[src/rtl/mem_port_arbiter_if.sv]
// Memory-port bundle between the arbiter (master) and the memory (slave).
interface mem_port_arbiter_if;
    logic        mem_req;
    logic        mem_we;
    logic [31:0] mem_addr;
    logic [31:0] mem_wdata;
    logic [3:0]  mem_wmask;
    logic        mem_ready;
    logic [31:0] mem_rdata;

    modport master (
        output mem_req, mem_we, mem_addr, mem_wdata, mem_wmask,
        input  mem_ready, mem_rdata
    );

    modport slave (
        input  mem_req, mem_we, mem_addr, mem_wdata, mem_wmask,
        output mem_ready, mem_rdata
    );
endinterface

[src/rtl/mem_port_arbiter.sv]
// Shares one memory port between instruction fetch and load/store, with a
// starvation guard favouring IF and a bounded wait that aborts stuck accesses.
module mem_port_arbiter #(
    parameter int STARVE_LIMIT = 4,
    parameter int TIMEOUT      = 16
) (
    input  logic               clk,
    input  logic               reset,
    input  logic               if_req,
    input  logic [31:0]        if_addr,
    output logic               if_ack,
    output logic [31:0]        if_rdata,
    input  logic               ls_req,
    input  logic               ls_we,
    input  logic [31:0]        ls_addr,
    input  logic [31:0]        ls_wdata,
    input  logic [3:0]         ls_wmask,
    output logic               ls_ack,
    output logic [31:0]        ls_rdata,
    output logic               bus_err,
    output logic               port_sel,
    mem_port_arbiter_if.master mem
);

    localparam logic [3:0] STREAK_MAX = 4'(STARVE_LIMIT);
    localparam logic [7:0] WAIT_LAST  = 8'(TIMEOUT - 1);

    typedef enum logic [1:0] {
        IDLE    = 2'd0,
        BUSY_IF = 2'd1,
        BUSY_LS = 2'd2
    } state_t;

    state_t      state_q, state_d;
    logic [3:0]  streak_q, streak_d;
    logic [7:0]  wait_cnt_q, wait_cnt_d;
    logic        port_sel_q, port_sel_d;
    logic        mem_req_q, mem_req_d;
    logic        mem_we_q, mem_we_d;
    logic [31:0] mem_addr_q, mem_addr_d;
    logic [31:0] mem_wdata_q, mem_wdata_d;
    logic [3:0]  mem_wmask_q, mem_wmask_d;
    logic        if_ack_q, if_ack_d;
    logic [31:0] if_rdata_q, if_rdata_d;
    logic        ls_ack_q, ls_ack_d;
    logic [31:0] ls_rdata_q, ls_rdata_d;
    logic        bus_err_q, bus_err_d;
    logic        abort;

    always_ff @(posedge clk or negedge reset) begin
        if (!reset) begin
            state_q     <= IDLE;
            streak_q    <= '0;
            wait_cnt_q  <= '0;
            port_sel_q  <= 1'b0;
            mem_req_q   <= 1'b0;
            mem_we_q    <= 1'b0;
            mem_addr_q  <= '0;
            mem_wdata_q <= '0;
            mem_wmask_q <= '0;
            if_ack_q    <= 1'b0;
            if_rdata_q  <= '0;
            ls_ack_q    <= 1'b0;
            ls_rdata_q  <= '0;
            bus_err_q   <= 1'b0;
        end else begin
            state_q     <= state_d;
            streak_q    <= streak_d;
            wait_cnt_q  <= wait_cnt_d;
            port_sel_q  <= port_sel_d;
            mem_req_q   <= mem_req_d;
            mem_we_q    <= mem_we_d;
            mem_addr_q  <= mem_addr_d;
            mem_wdata_q <= mem_wdata_d;
            mem_wmask_q <= mem_wmask_d;
            if_ack_q    <= if_ack_d;
            if_rdata_q  <= if_rdata_d;
            ls_ack_q    <= ls_ack_d;
            ls_rdata_q  <= ls_rdata_d;
            bus_err_q   <= bus_err_d;
        end
    end

    always_comb begin
        state_d     = state_q;
        streak_d    = streak_q;
        wait_cnt_d  = wait_cnt_q;
        port_sel_d  = port_sel_q;
        mem_req_d   = mem_req_q;
        mem_we_d    = mem_we_q;
        mem_addr_d  = mem_addr_q;
        mem_wdata_d = mem_wdata_q;
        mem_wmask_d = mem_wmask_q;
        if_ack_d    = 1'b0;
        if_rdata_d  = '0;
        ls_ack_d    = 1'b0;
        ls_rdata_d  = '0;
        bus_err_d   = 1'b0;
        abort       = !mem.mem_ready && (wait_cnt_q == WAIT_LAST);

        case (state_q)
            // The ack cycle is a recovery cycle so a finished requester can drop req.
            IDLE: begin
                if (!if_ack_q && !ls_ack_q) begin
                    if (if_req && (!ls_req || streak_q == STREAK_MAX)) begin
                        state_d     = BUSY_IF;
                        streak_d    = '0;
                        wait_cnt_d  = '0;
                        port_sel_d  = 1'b0;
                        mem_req_d   = 1'b1;
                        mem_we_d    = 1'b0;
                        mem_addr_d  = if_addr;
                        mem_wdata_d = '0;
                        mem_wmask_d = '0;
                    end else if (ls_req) begin
                        state_d     = BUSY_LS;
                        wait_cnt_d  = '0;
                        port_sel_d  = 1'b1;
                        mem_req_d   = 1'b1;
                        mem_we_d    = ls_we;
                        mem_addr_d  = ls_addr;
                        mem_wdata_d = ls_wdata;
                        mem_wmask_d = ls_we ? ls_wmask : 4'h0;
                        if (if_req && streak_q < STREAK_MAX) begin
                            streak_d = streak_q + 4'd1;
                        end
                    end
                end
            end
            // A timed-out access acks with zero data and flags bus_err.
            BUSY_IF, BUSY_LS: begin
                if (mem.mem_ready || abort) begin
                    state_d   = IDLE;
                    mem_req_d = 1'b0;
                    bus_err_d = abort;
                    if (state_q == BUSY_IF) begin
                        if_ack_d   = 1'b1;
                        if_rdata_d = mem.mem_ready ? mem.mem_rdata : 32'h0;
                    end else begin
                        ls_ack_d   = 1'b1;
                        ls_rdata_d = (mem.mem_ready && !mem_we_q) ? mem.mem_rdata : 32'h0;
                    end
                end else begin
                    wait_cnt_d = wait_cnt_q + 8'd1;
                end
            end
            default: state_d = IDLE;
        endcase
    end

    assign if_ack        = if_ack_q;
    assign if_rdata      = if_rdata_q;
    assign ls_ack        = ls_ack_q;
    assign ls_rdata      = ls_rdata_q;
    assign bus_err       = bus_err_q;
    assign port_sel      = port_sel_q;
    assign mem.mem_req   = mem_req_q;
    assign mem.mem_we    = mem_we_q;
    assign mem.mem_addr  = mem_addr_q;
    assign mem.mem_wdata = mem_wdata_q;
    assign mem.mem_wmask = mem_wmask_q;

endmodule

[src/flat_wrapper.sv]
// flat-port wrapper written by rule: the top's interface ports become plain ports
module mem_port_arbiter_flat 
#(
    parameter int STARVE_LIMIT = 4,
    parameter int TIMEOUT      = 16
)
  (clk, reset, if_req, if_addr, if_ack, if_rdata, ls_req, ls_we, ls_addr, ls_wdata, ls_wmask, ls_ack, ls_rdata, bus_err, port_sel, mem_mem_req, mem_mem_we, mem_mem_addr, mem_mem_wdata, mem_mem_wmask, mem_mem_ready, mem_mem_rdata);
  mem_port_arbiter_if mem_i ();
  input  logic clk;
  input  logic reset;
  input  logic if_req;
  input  logic [31:0] if_addr;
  output logic if_ack;
  output logic [31:0] if_rdata;
  input  logic ls_req;
  input  logic ls_we;
  input  logic [31:0] ls_addr;
  input  logic [31:0] ls_wdata;
  input  logic [3:0] ls_wmask;
  output logic ls_ack;
  output logic [31:0] ls_rdata;
  output logic bus_err;
  output logic port_sel;
  output wire logic [$bits(mem_i.mem_req)-1:0] mem_mem_req;
  output wire logic [$bits(mem_i.mem_we)-1:0] mem_mem_we;
  output wire logic [$bits(mem_i.mem_addr)-1:0] mem_mem_addr;
  output wire logic [$bits(mem_i.mem_wdata)-1:0] mem_mem_wdata;
  output wire logic [$bits(mem_i.mem_wmask)-1:0] mem_mem_wmask;
  input wire logic [$bits(mem_i.mem_ready)-1:0] mem_mem_ready;
  input wire logic [$bits(mem_i.mem_rdata)-1:0] mem_mem_rdata;
  assign mem_mem_req = mem_i.mem_req;
  assign mem_mem_we = mem_i.mem_we;
  assign mem_mem_addr = mem_i.mem_addr;
  assign mem_mem_wdata = mem_i.mem_wdata;
  assign mem_mem_wmask = mem_i.mem_wmask;
  assign mem_i.mem_ready = mem_mem_ready;
  assign mem_i.mem_rdata = mem_mem_rdata;
  mem_port_arbiter #(.STARVE_LIMIT(STARVE_LIMIT), .TIMEOUT(TIMEOUT)) u_core (.clk(clk), .reset(reset), .if_req(if_req), .if_addr(if_addr), .if_ack(if_ack), .if_rdata(if_rdata), .ls_req(ls_req), .ls_we(ls_we), .ls_addr(ls_addr), .ls_wdata(ls_wdata), .ls_wmask(ls_wmask), .ls_ack(ls_ack), .ls_rdata(ls_rdata), .bus_err(bus_err), .port_sel(port_sel), .mem(mem_i));
endmodule
[config.mk]
export PLATFORM = sky130hd
export DESIGN_NAME = mem_port_arbiter_flat
export DESIGN_NICKNAME = d
export VERILOG_FILES = /design/src/rtl/mem_port_arbiter_if.sv /design/src/rtl/mem_port_arbiter.sv /design/src/flat_wrapper.sv
export SDC_FILE = /design/constraint.sdc
export NUM_CORES = 1
export LEC_CHECK = 0
export ABC_CLOCK_PERIOD_IN_PS = 4640
export CAP_MARGIN = 20
export CORE_AREA = 10 10 134 136
export CTS_CLUSTER_SIZE = 24
export DETAILED_ROUTE_END_ITERATION = 8
export DIE_AREA = 0 0 144 146
export PLACE_DENSITY_LB_ADDON = 0.12
export SYNTH_ARGS = -nofsm -noshare
export SYNTH_HDL_FRONTEND = slang
export SYNTH_SLANG_ARGS = --single-unit
[constraint.sdc]
create_clock -name clk -period 4.64 [get_ports clk]
set_input_delay 1.392 -clock clk [delete_from_list [all_inputs] [get_ports clk]]
set_output_delay 1.392 -clock clk [all_outputs]
set_load 0.01 [all_outputs]
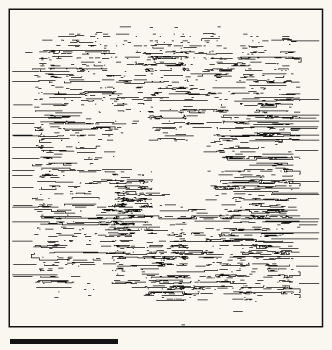
(signal wires on met1)
Scale bar: 50 um.
main direction	horizontal
wire length on this layer	6920 um
share of all routed wire	37%

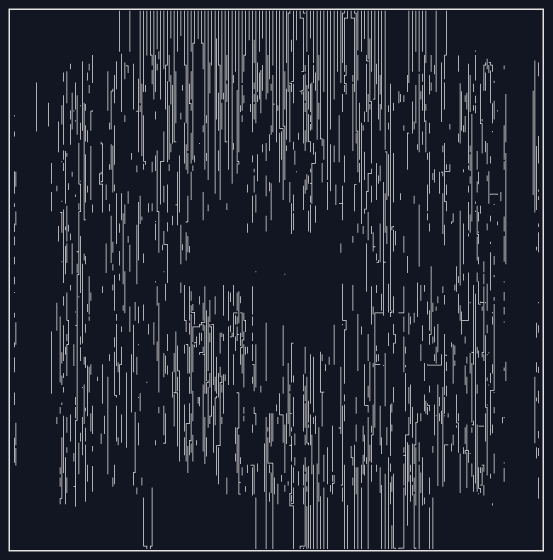
(metal 2)
main direction	vertical
wire length on this layer	8640 um
longest straight run	61.2 um

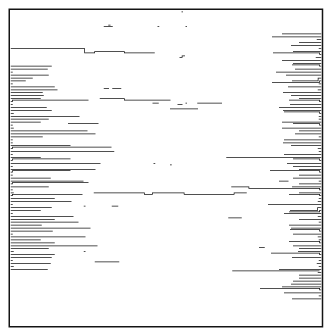
(signal wires on met3)
wire length on this layer	2650 um
longest straight run	47.6 um
nets with wire on the layer	172
main direction	horizontal

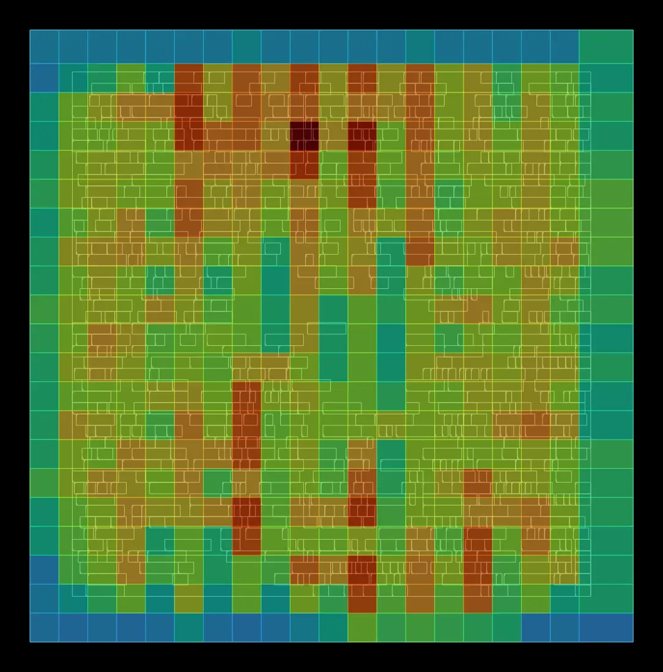
(routing congestion map)
Finished Core Util: 61.78%
grt met1 use: 18.54%

==> flow_summary_export.csv <==
group,metric,value,unit
status,status,"finished, final reports clean",
routing,dr.first_iter.drc_count,250,
synth,synth-xor-area-share,0,%
finish,syn2layout_area_growth,59.60,%
clocking,cts_inserted_buffers,17,
critical_path,path_max_fanout,11,
critical_path,crit_path_top_delay_cell,"clkdlybuf4s50_1",
synth,top_cell_area_share,63.47,%
critical_path,cpPeakStageDelay,0.54,ns
synth,aoi_share,9.415,%
global_route,grt_pass1_vias,5046,
critical_path,cp-start-kind,"input port",
floorplanning,fp-utilization,38.71,%
sta,relSlewSlack,33.75,%
routing,routed_via_density,4.777,
pwr,p_sw,1.885,mW
critical_path,critPathKind,"input port to flip-flop",
synth,syn_area,5993,sq um
synth,synthDistinctLibCells,41,
critical_path,critical_path.top_delay_family,"AND-OR/OR-AND gates",
clocking,cts.root.buffer_cell,"clkbuf_16",
synth,yosys_warnings,0,
global_route,grt.total_usage,17.29,%
pwr,pwr-share-clk,25.8,%
synth,simple_gate_area_share,17.35,%
global_route,antenna_found_initial,0,
pwr,combPwrFrac,39.5,%
synth,avgSynthCellArea,11.27,sq um
critical_path,worstPathArrival,3.19,ns
placement,port_buffers,275,
critical_path,crit_path_cell_trace,"clkdlybuf4s50_1 > nor2_1 > o31a_1 > a211o_4 > a221o_1",
floorplanning,fp.dieArea,21020,sq um
clocking,cts_buffer_depth,2,
sta,grt_setup_unrepaired,"false",
floorplanning,coreArea,15480,sq um
floorplanning,pin_count,276,
pwr,internal_power,3.676,mW
finish,drive_gt1_share,6.642,%
power groups by stage:
stage | combinational, mW | clock [mW] | sequential [mW]
2_1_floorplan | 0.847 | 0 | 2.12
3_3_place_gp | 2.18 | 0 | 1.94
3_5_place_dp | 2.23 | 0 | 1.96
4_1_cts | 2.24 | 1.47 | 1.94
5_1_grt | 2.42 | 1.54 | 1.98
6_report | 2.20 | 1.43 | 1.93
worst register-to-register path, cell delays in order, from the launching register on:
cell	delay [ns]
dfrtp_1	0.38
inv_1	0.07
ha_1	0.41
and3_1	0.85
and2_1	0.26
sequential cells by signal (all words and copies together) (netlist names):
name                  count
u_core.ls_ack             1
u_core.wait_cnt_q         8
u_core.mem.mem_wmask      4
u_core.mem.mem_addr      32
u_core.bus_err            1
u_core.if_rdata          32
u_core.ls_rdata          32
u_core.mem.mem_we         1
u_core.port_sel           1
u_core.streak_q           4
u_core.mem.mem_req        1
u_core.state_q            2
u_core.if_ack             1
u_core.mem.mem_wdata     32
placed cells by master, fill, tap and decap left out, drive strengths merged, types with 3 or more instances in the layout:
cell type / netlist / layout
and2: 66 / 66
o21ai: 74 / 74
o31ai: 3 / 3
and3: 3 / 3
inv: 5 / 11
nand2b: 4 / 4
dfrtp: 152 / 152
ha: 6 / 6
clkdlybuf4s50: 0 / 274
o22a: 4 / 4
nor4: 4 / 4
clkinvlp: 0 / 4
bufinv: 0 / 3
mux2i: 35 / 35
nand2: 113 / 113
buf: 10 / 6
a21o: 3 / 3
nor4b: 3 / 3
clkbuf: 21 / 17
nor3: 4 / 4
path summary, 6_finish.rpt:
path,startpoint,endpoint,slack (ns),cells after the start
setup / recovery,ls_req,u_core.wait_cnt_q[5]$_DFFE_PN0P_,1.75,5
min in group asynchronous,reset,u_core.mem.mem_addr[6]$_DFFE_PN0P_,0.98,1
hold reg to reg,u_core.mem.mem_wdata[30]$_DFFE_PN0P_,u_core.mem.mem_wdata[30]$_DFFE_PN0P_,0.48,2
max in group asynchronous,reset,u_core.mem.mem_addr[17]$_DFFE_PN0P_,2.74,2
hold / removal,u_core.mem.mem_wdata[30]$_DFFE_PN0P_,u_core.mem.mem_wdata[30]$_DFFE_PN0P_,0.48,2
setup reg to reg,u_core.state_q[0]$_DFFE_PN0P_,u_core.if_rdata[5]$_DFF_PN0_,2.59,4
cell type report:
class                   count  area, sq um
clock buffers              17        425.4
fillers                  1219         5917
multi-input cells         344         2057
clock inverters            15        191.4
flip-flops and latches    152         3804
inverters                   5        18.77
well taps                 192        240.2
repair buffers            280         2829
through the flow:
stage / total power [mW] / setup slack, ns / cells / hold slack [ns]
detailed placement: 4.190 / 1.313 / 973 / 0.4696
CTS: 5.650 / 1.727 / 1005 / 0.4843
global placement: 4.112 / 1.350 / 973 / 0.4622
floorplan: 2.965 / 2.147 / 532 / 0.4616
global route: 5.931 / 1.676 / 1005 / 0.4982
finish: 5.560 / 1.751 / 1005 / 0.4782
layer usage:
| metal | part of all wire (%) | track usage, % |
|---|---|---|
| met3 | 14 | 11.16 |
| met4 | 1.5 | 5.720 |
| met2 | 47 | 27.04 |
| met5 | 0 | 0 |
| met1 | 37 | 18.54 |
No activity file was given, so power comes from the tool's default toggle rates.
